**Power grid**

The bar under the picture is 20 um long. Pins as bars on the die edge. Tap cells in gray.
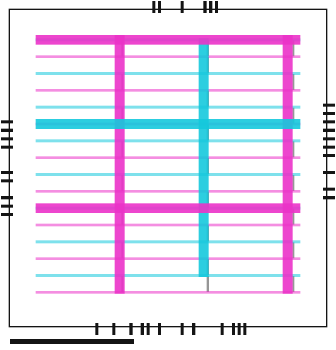
**Cell classes on the final placement**

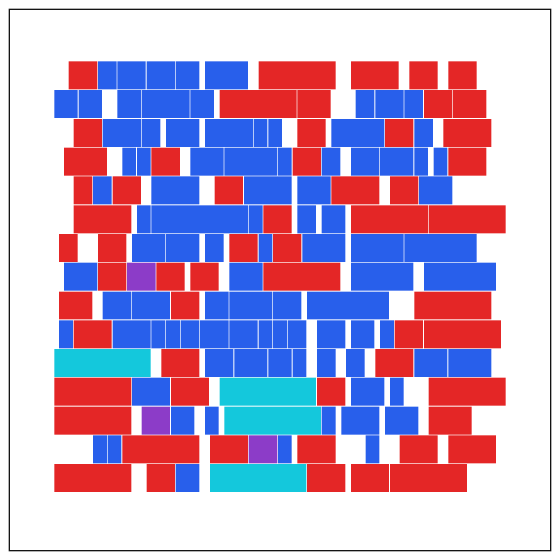
**Routed clock nets over the placement**

The bar under the picture is 20 um long.
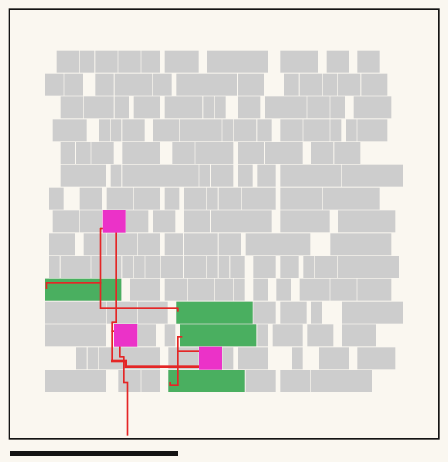
**Metal layers overlaid**

The bar under the picture is 20 um long. Only two layers are drawn.
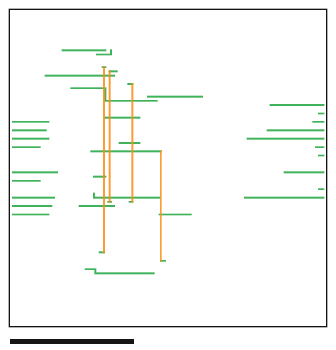
**Clock nets**

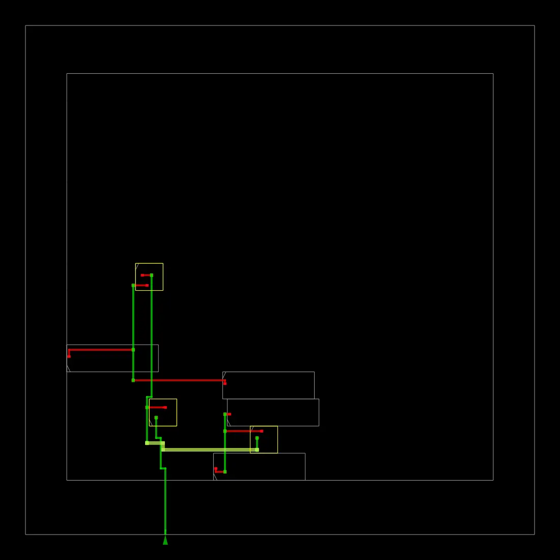
$ cat config.mk
export PLATFORM = sky130hd
export DESIGN_NAME = mccpu_ctrl
export DESIGN_NICKNAME = d
export VERILOG_FILES = /design/src/rtl/mccpu_pkg.sv /design/src/rtl/mccpu_decode.sv /design/src/rtl/mccpu_ctrl.sv
export SDC_FILE = /design/constraint.sdc
export NUM_CORES = 1
export LEC_CHECK = 0
export CORE_MARGIN = 4
export CORE_UTILIZATION = 39
export DETAILED_ROUTE_END_ITERATION = 12
export PLACE_DENSITY = 0.79
export SYNTH_ARGS = -nofsm -noshare
export SYNTH_HDL_FRONTEND = slang
export SYNTH_SLANG_ARGS = --single-unit
$ cat constraint.sdc
create_clock -name clk -period 2.9 [get_ports clk]
set_clock_uncertainty 0.15 [all_clocks]
set_input_delay 0.58 -clock clk [delete_from_list [all_inputs] [get_ports clk]]
set_output_delay 0.58 -clock clk [all_outputs]
set_load 0.05 [all_outputs]
$ cat src/rtl/mccpu_pkg.sv
// Shared encodings for the multi-cycle MIPS-subset control path.
// Optional build macro used by the top: MCCPU_CTRL_PERF_EN.
package mccpu_pkg;

  typedef enum logic [3:0] {
    S_FETCH  = 4'd0,
    S_DECODE = 4'd1,
    S_EXEC_R = 4'd2,
    S_EXEC_I = 4'd3,
    S_MEMADR = 4'd4,
    S_MEMRD  = 4'd5,
    S_MEMWR  = 4'd6,
    S_WB     = 4'd7,
    S_BRANCH = 4'd8
  } state_t;

  typedef enum logic [3:0] {
    ALU_NOP  = 4'd0,
    ALU_ADD  = 4'd1,
    ALU_SUB  = 4'd2,
    ALU_AND  = 4'd3,
    ALU_OR   = 4'd4,
    ALU_SLT  = 4'd5,
    ALU_SLTU = 4'd6
  } aluop_t;

  typedef enum logic [1:0] {
    NPC_PLUS4  = 2'b00,
    NPC_BRANCH = 2'b01,
    NPC_JUMP   = 2'b10
  } npcop_t;

  typedef enum logic [2:0] {
    C_R,
    C_IMM,
    C_LOAD,
    C_STORE,
    C_BRANCH,
    C_JUMP,
    C_ILLEGAL
  } iclass_t;

  localparam logic [5:0] OP_RTYPE = 6'h00;
  localparam logic [5:0] OP_J     = 6'h02;
  localparam logic [5:0] OP_BEQ   = 6'h04;
  localparam logic [5:0] OP_ADDI  = 6'h08;
  localparam logic [5:0] OP_ORI   = 6'h0D;
  localparam logic [5:0] OP_LW    = 6'h23;
  localparam logic [5:0] OP_SW    = 6'h2B;

  localparam logic [5:0] FN_ADD  = 6'h20;
  localparam logic [5:0] FN_ADDU = 6'h21;
  localparam logic [5:0] FN_SUB  = 6'h22;
  localparam logic [5:0] FN_SUBU = 6'h23;
  localparam logic [5:0] FN_AND  = 6'h24;
  localparam logic [5:0] FN_OR   = 6'h25;
  localparam logic [5:0] FN_SLT  = 6'h2A;
  localparam logic [5:0] FN_SLTU = 6'h2B;

endpackage

$ cat src/rtl/mccpu_decode.sv
// Combinational IR decode: Op/Funct -> instruction class + R-type ALUOp.
// Ports: op, funct in; iclass, r_aluop out.
module mccpu_decode
  import mccpu_pkg::*;
(
  input  logic [5:0] op,
  input  logic [5:0] funct,
  output iclass_t    iclass,
  output aluop_t     r_aluop
);

  always_comb begin
    iclass  = C_ILLEGAL;
    r_aluop = ALU_NOP;
    unique case (op)
      OP_RTYPE: begin
        iclass = C_R;
        unique case (funct)
          FN_ADD, FN_ADDU: r_aluop = ALU_ADD;
          FN_SUB, FN_SUBU: r_aluop = ALU_SUB;
          FN_AND:          r_aluop = ALU_AND;
          FN_OR:           r_aluop = ALU_OR;
          FN_SLT:          r_aluop = ALU_SLT;
          FN_SLTU:         r_aluop = ALU_SLTU;
          default:         iclass  = C_ILLEGAL;
        endcase
      end
      OP_ADDI, OP_ORI: iclass = C_IMM;
      OP_LW:           iclass = C_LOAD;
      OP_SW:           iclass = C_STORE;
      OP_BEQ:          iclass = C_BRANCH;
      OP_J:            iclass = C_JUMP;
      default:         iclass = C_ILLEGAL;
    endcase
  end

endmodule

$ cat src/rtl/mccpu_ctrl.sv
// Multi-cycle sequencer: state register, next-state and strobe decode.
// In: clk, rstn, Op, Funct, Zero, mem_ready. Out: datapath strobes,
// selects, ALUOp, NPCOp, illegal, state; with MCCPU_CTRL_PERF_EN also
// cycle_cnt / instret_cnt.
module mccpu_ctrl
  import mccpu_pkg::*;
#(
  parameter int CNT_W = 32
) (
  input  logic             clk,
  input  logic             rstn,
  input  logic [5:0]       Op,
  input  logic [5:0]       Funct,
  input  logic             Zero,
  input  logic             mem_ready,
  output logic             PCWrite,
  output logic             IRWrite,
  output logic             MemRead,
  output logic             MemWrite,
  output logic             IorD,
  output logic             RegWrite,
  output logic             GPRSel,
  output logic             WDSel,
  output logic             EXTOp,
  output logic             ALUSrc,
  output logic [3:0]       ALUOp,
  output logic [1:0]       NPCOp,
  output logic             illegal,
`ifdef MCCPU_CTRL_PERF_EN
  output logic [CNT_W-1:0] cycle_cnt,
  output logic [CNT_W-1:0] instret_cnt,
`endif
  output logic [3:0]       state
);

  state_t  st;
  state_t  st_nx;
  iclass_t iclass;
  aluop_t  r_aluop;
  aluop_t  aop;
  npcop_t  npc;

  logic pc_wr;
  logic ir_wr;
  logic mem_wr;
  logic reg_wr;
  logic ill;

  mccpu_decode u_dec (
    .op      (Op),
    .funct   (Funct),
    .iclass  (iclass),
    .r_aluop (r_aluop)
  );

  always_ff @(posedge clk or negedge rstn) begin
    if (!rstn) st <= S_FETCH;
    else       st <= st_nx;
  end

  // Strobes follow mem_ready and Zero in the same cycle,
  // so output decode is combinational from the state.
  always_comb begin
    st_nx   = st;
    pc_wr   = 1'b0;
    ir_wr   = 1'b0;
    mem_wr  = 1'b0;
    reg_wr  = 1'b0;
    ill     = 1'b0;
    MemRead = 1'b0;
    IorD    = 1'b0;
    GPRSel  = 1'b0;
    WDSel   = 1'b0;
    EXTOp   = 1'b0;
    ALUSrc  = 1'b0;
    aop     = ALU_NOP;
    npc     = NPC_PLUS4;
    unique case (st)
      S_FETCH: begin
        MemRead = 1'b1;
        if (mem_ready) begin
          ir_wr = 1'b1;
          pc_wr = 1'b1;
          st_nx = S_DECODE;
        end
      end
      S_DECODE: begin
        unique case (iclass)
          C_R:      st_nx = S_EXEC_R;
          C_IMM:    st_nx = S_EXEC_I;
          C_LOAD,
          C_STORE:  st_nx = S_MEMADR;
          C_BRANCH: st_nx = S_BRANCH;
          C_JUMP: begin
            pc_wr = 1'b1;
            npc   = NPC_JUMP;
            st_nx = S_FETCH;
          end
          default: begin
            ill   = 1'b1;
            st_nx = S_FETCH;
          end
        endcase
      end
      S_EXEC_R: begin
        aop   = r_aluop;
        st_nx = S_WB;
      end
      S_EXEC_I: begin
        ALUSrc = 1'b1;
        if (Op == OP_ADDI) begin
          EXTOp = 1'b1;
          aop   = ALU_ADD;
        end else begin
          aop   = ALU_OR;
        end
        st_nx = S_WB;
      end
      S_MEMADR: begin
        ALUSrc = 1'b1;
        EXTOp  = 1'b1;
        aop    = ALU_ADD;
        st_nx  = (iclass == C_LOAD) ? S_MEMRD : S_MEMWR;
      end
      S_MEMRD: begin
        MemRead = 1'b1;
        IorD    = 1'b1;
        if (mem_ready) st_nx = S_WB;
      end
      S_MEMWR: begin
        mem_wr = 1'b1;
        IorD   = 1'b1;
        if (mem_ready) st_nx = S_FETCH;
      end
      S_WB: begin
        reg_wr = 1'b1;
        GPRSel = (iclass != C_R);
        WDSel  = (iclass == C_LOAD);
        st_nx  = S_FETCH;
      end
      S_BRANCH: begin
        aop   = ALU_SUB;
        npc   = NPC_BRANCH;
        pc_wr = Zero;
        st_nx = S_FETCH;
      end
      default: st_nx = S_FETCH;
    endcase
  end

  // Write strobes are killed by reset without waiting for a clock.
  assign PCWrite  = pc_wr  & rstn;
  assign IRWrite  = ir_wr  & rstn;
  assign MemWrite = mem_wr & rstn;
  assign RegWrite = reg_wr & rstn;
  assign illegal  = ill    & rstn;
  assign ALUOp    = aop;
  assign NPCOp    = npc;
  assign state    = st;

`ifdef MCCPU_CTRL_PERF_EN
  logic retire;

  assign retire = (st == S_WB)
                | (st == S_BRANCH)
                | ((st == S_MEMWR) & mem_ready)
                | ((st == S_DECODE) & (iclass == C_JUMP));

  always_ff @(posedge clk or negedge rstn) begin
    if (!rstn) begin
      cycle_cnt   <= '0;
      instret_cnt <= '0;
    end else begin
      cycle_cnt <= cycle_cnt + CNT_W'(1);
      if (retire) instret_cnt <= instret_cnt + CNT_W'(1);
    end
  end
`else
  logic [CNT_W-1:0] unused_cnt;
  assign unused_cnt = '0;
`endif

endmodule

==> flow_metrics.py <==
# Generated from Yosys and OpenROAD reports
metrics = {
    "synthesis": {
        "flop_cell": "dfrtp_1",
        "synth-edff-count": 0,
        "syn_avg_cell_area_sq_um": 6.823,
        "yosysTopAreaCell": "dfrtp_1",
        "syn_nets": 122,
        "mux_share": 0.01384,
    },
    "placement": {
        "dpl.cell_count": 178,
        "io_buffers": 35,
        "placed_cell_area_sq_um": 1416,
    },
    "critical_path": {
        "cp-end-kind": "output pin",
        "r2r-end": "state[3]",
        "crit_required_ps": 2170,
        "path_cells": "buf_8 -> buf_4 -> buf_4 -> or3_1 -> a21oi_1 -> nor3_1 -> a31oi_2 -> buf_12",
        "cp.arrival_ps": 2110,
        "worstSetupStartpoint": "Op[5]",
    },
    "grt": {
        "gr-usage-met3": 0.05539,
        "grt_overflow": 0,
        "antenna_found_initial": 0,
    },
    "outcome": {
        "outcome": "finished clean",
    },
    "drt": {
        "routed_wl_um": 3119,
        "drc": 0,
        "wl_met1_um": 1109,
    },
    "sta": {
        "setup_viol_count_final": 0,
        "slew_headroom": 0.6545,
        "setup_slack_ps": 60.14,
        "slew_viol_final": 0,
        "tightest_slew_ps": 516.7,
        "hold_ws_ps": 428.3,
    },
    "job": {
        "cap_violations": 0,
    },
    "clocking": {
        "cts_root_buf": "clkbuf_4",
        "htree_num_levels": 1,
    },
    "layout": {
        "clkCellAreaFrac": 0.01491,
        "area_growth_pct": 108.8,
        "finalInstanceArea_sq_um": 1510,
        "buffers": 58,
        "antennaDiodeCount": 0,
    },
    "power_and_ir_drop": {
        "maxPowerGroup": "combinational cells",
        "seq-power_mw": 0.140,
    },
}
## Picture notes: 'power grid'
VSS: drawn in magenta. VDD: drawn in cyan.
3 straps on met4. 3 straps on met5. 37 signal pins sit on the boundary. 25 tap cells.
largest vdd supply drop: 0.6983 mV
Core Area: 1745 sq um
Die Wd: 51.06 um
Die H: 51.06 um

## Picture notes: 'cell classes on the final placement'
other buffers and delay cells: drawn in red, cells 58, share of their area 44%. all other logic: drawn in blue, cells 92, share of their area 47%. flip-flops: drawn in cyan, cells 4, share of their area 6.8%. cells driving clock nets: drawn in purple, cells 3, share of their area 1.5%.

## Picture notes: 'routed clock nets over the placement'
clock wires: drawn in red, length 84.0 um. cells driving clock nets: drawn in magenta, count 3. flip-flops: drawn in green, count 4.
Position of the flops: south.

## Picture notes: 'metal layers overlaid'
met3: drawn in green, wire length 210 um. met4: drawn in orange, wire length 87.7 um.
Overall Global Routing Usage: 0.2559
vias post-DR: 1074
Avg WL per Cell: 17.14 um

## Picture notes: 'clock nets'
Clk. pwr: 0.0727 mW
Late-Pin Clk Latency: 240 ps
seq_cells: 4
CTS Buf Count: 3

Power is estimated from default activity; no workload was simulated.
